Design rx_nrzi_decoder_flat, sky130hd; sources not shown.
==> images/m2.png <==
(8 px per µm)
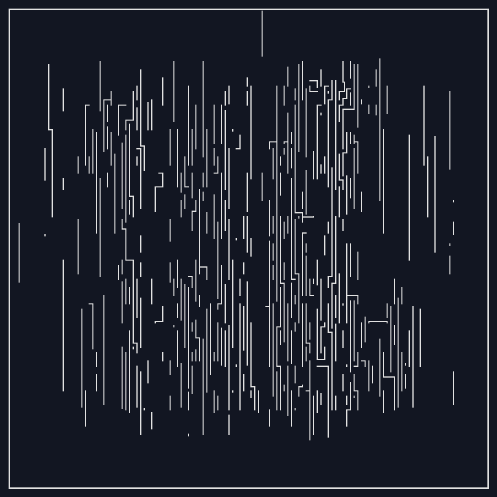
The layer holds 46% of the routed length. 191 nets have wire on it. The longest straight run is 26.9 µm. The wires run mostly vertical. The layer carries 1,550 µm of wire.
number of vias in the routed layout: 1,499
routed wire length: 3400 µm
met2 usage in global routing: 0.346

==> images/port_trees.png <==
(4 px per µm)
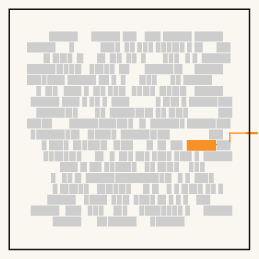
Key: `rx_end_unstuffer` = orange [bits 1, direction output, edge east, end cells 1, buffers 1, wire 7.70 µm]
I/O Buffers: 10
# IOs: 11

==> images/layers.png <==
(4 px per µm) Only two layers are drawn.
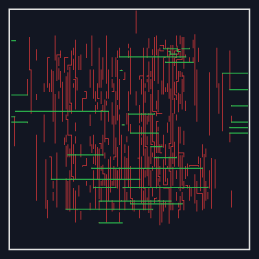
Key: M2 = red [wire length 1,550 µm]; M3 = green [wire length 258 µm]
global-route total usage across every layer: 0.216
Avg WL per Cell: 12.2 µm

==> images/gates.png <==
(8 px per µm)
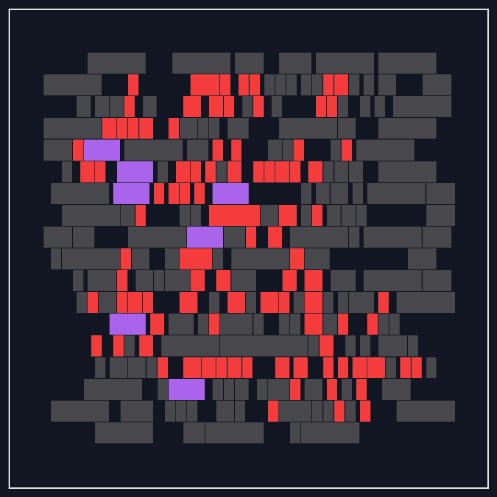
Key: fa/ha/maj cells = purple [cells 7, most used ha_1]; nand cells = red [cells 92, most used nand2_1]
dominant logic cell type in the layout: sky130_fd_sc_hd__nand2_1
final cell count without fillers: 278
logic share of the area: 0.522

==> run notes <==
Reports from this run.

- The number of flops mapped to enable cells by yosys reads 0.
- The area added between synthesis and finish reads 9.60%.
- The total nets after synthesis is 248.
- The peak clock frequency supported by timing is around 0.58 GHz.
- The critical-path cell with the highest stage delay reads sky130_fd_sc_hd__clkdlybuf4s50_1.
- Of all flip-flops after synthesis, the portion carrying an async set or reset was 0.
- The number of buffers created by CTS is 3.
- The netlist area before placement reads ~0.0017 mm².
- The standby leakage power reads 0.797 nW.
- The number of cell rows reads 18.
- The run finished with clean final reports.
- The class of the tightest hold or removal check reads input pin to flip-flop.
- The yosys stat chip area reads between 0.0015 and 0.002 mm².
- The clock-pin slew of the registers on the worst-case setup and hold paths reads 0.15 ns.
- The wire-length estimate of the detail-placed layout is roughly 2600 µm.
- The maximum number of pins on one net before global-route repair reads 18.
- The cell depth of the worst hold path reads 3.
- Summing all placed instances gives a cell area of about 0.0018 mm².
- The final antenna diode count is 0.
- The maximum fanout encountered on the critical timing path is 1.
- The number of nets still failing antenna checks after routing is 0.
- The quantity of gates resized following cts reads 0.
- In this run the critical path is formed by clkdlybuf4s50_1.
- Buffers added to address setup during post-CTS repair amount to 0.
- The critical path depth is 1.
- The smallest clock period supported by the final layout is computed as approximately 1.7 ns.
==> cell type report <==
class / instances / area, µm² / share of cell area
inverters: 29 / 109 / 0.0600
well taps: 30 / 37.5 / 0.0207
clock inverters: 1 / 30.0 / 0.0166
clock buffers: 3 / 22.5 / 0.0124
repair buffers: 11 / 108 / 0.0593
flip-flops and latches: 28 / 561 / 0.309
multi-input cells: 176 / 947 / 0.522
==> metal layers <==
layer,wire length [µm],up-vias
met5,0,-
met4,55,0
met3,257,5
met2,1550,55
met1,1540,667
li1,-,772
==> report_power, final <==
group          switching [mW]  leakage (nW)  internal, mW
combinational           0.180         0.542        0.0931
clock                   0.141        0.0279         0.162
sequential             0.0282         0.227         0.478
total                   0.349         0.797         0.734
==> cells by family (layout without fill, tap and decap cells) <==
| family | after synthesis | in the layout | synth area share |
|---|---|---|---|
| flip-flops | 28 | 28 | 0.339 |
| buffers and inverters | 33 | 44 | 0.0892 |
| AND/OR/NAND/NOR | 147 | 147 | 0.425 |
| XOR/XNOR | 2 | 2 | 0.0106 |
| adder cells (fa/ha/maj) | 7 | 7 | 0.0529 |
| AND-OR/OR-AND | 20 | 20 | 0.0839 |
Power and IR drop assume default switching activity.
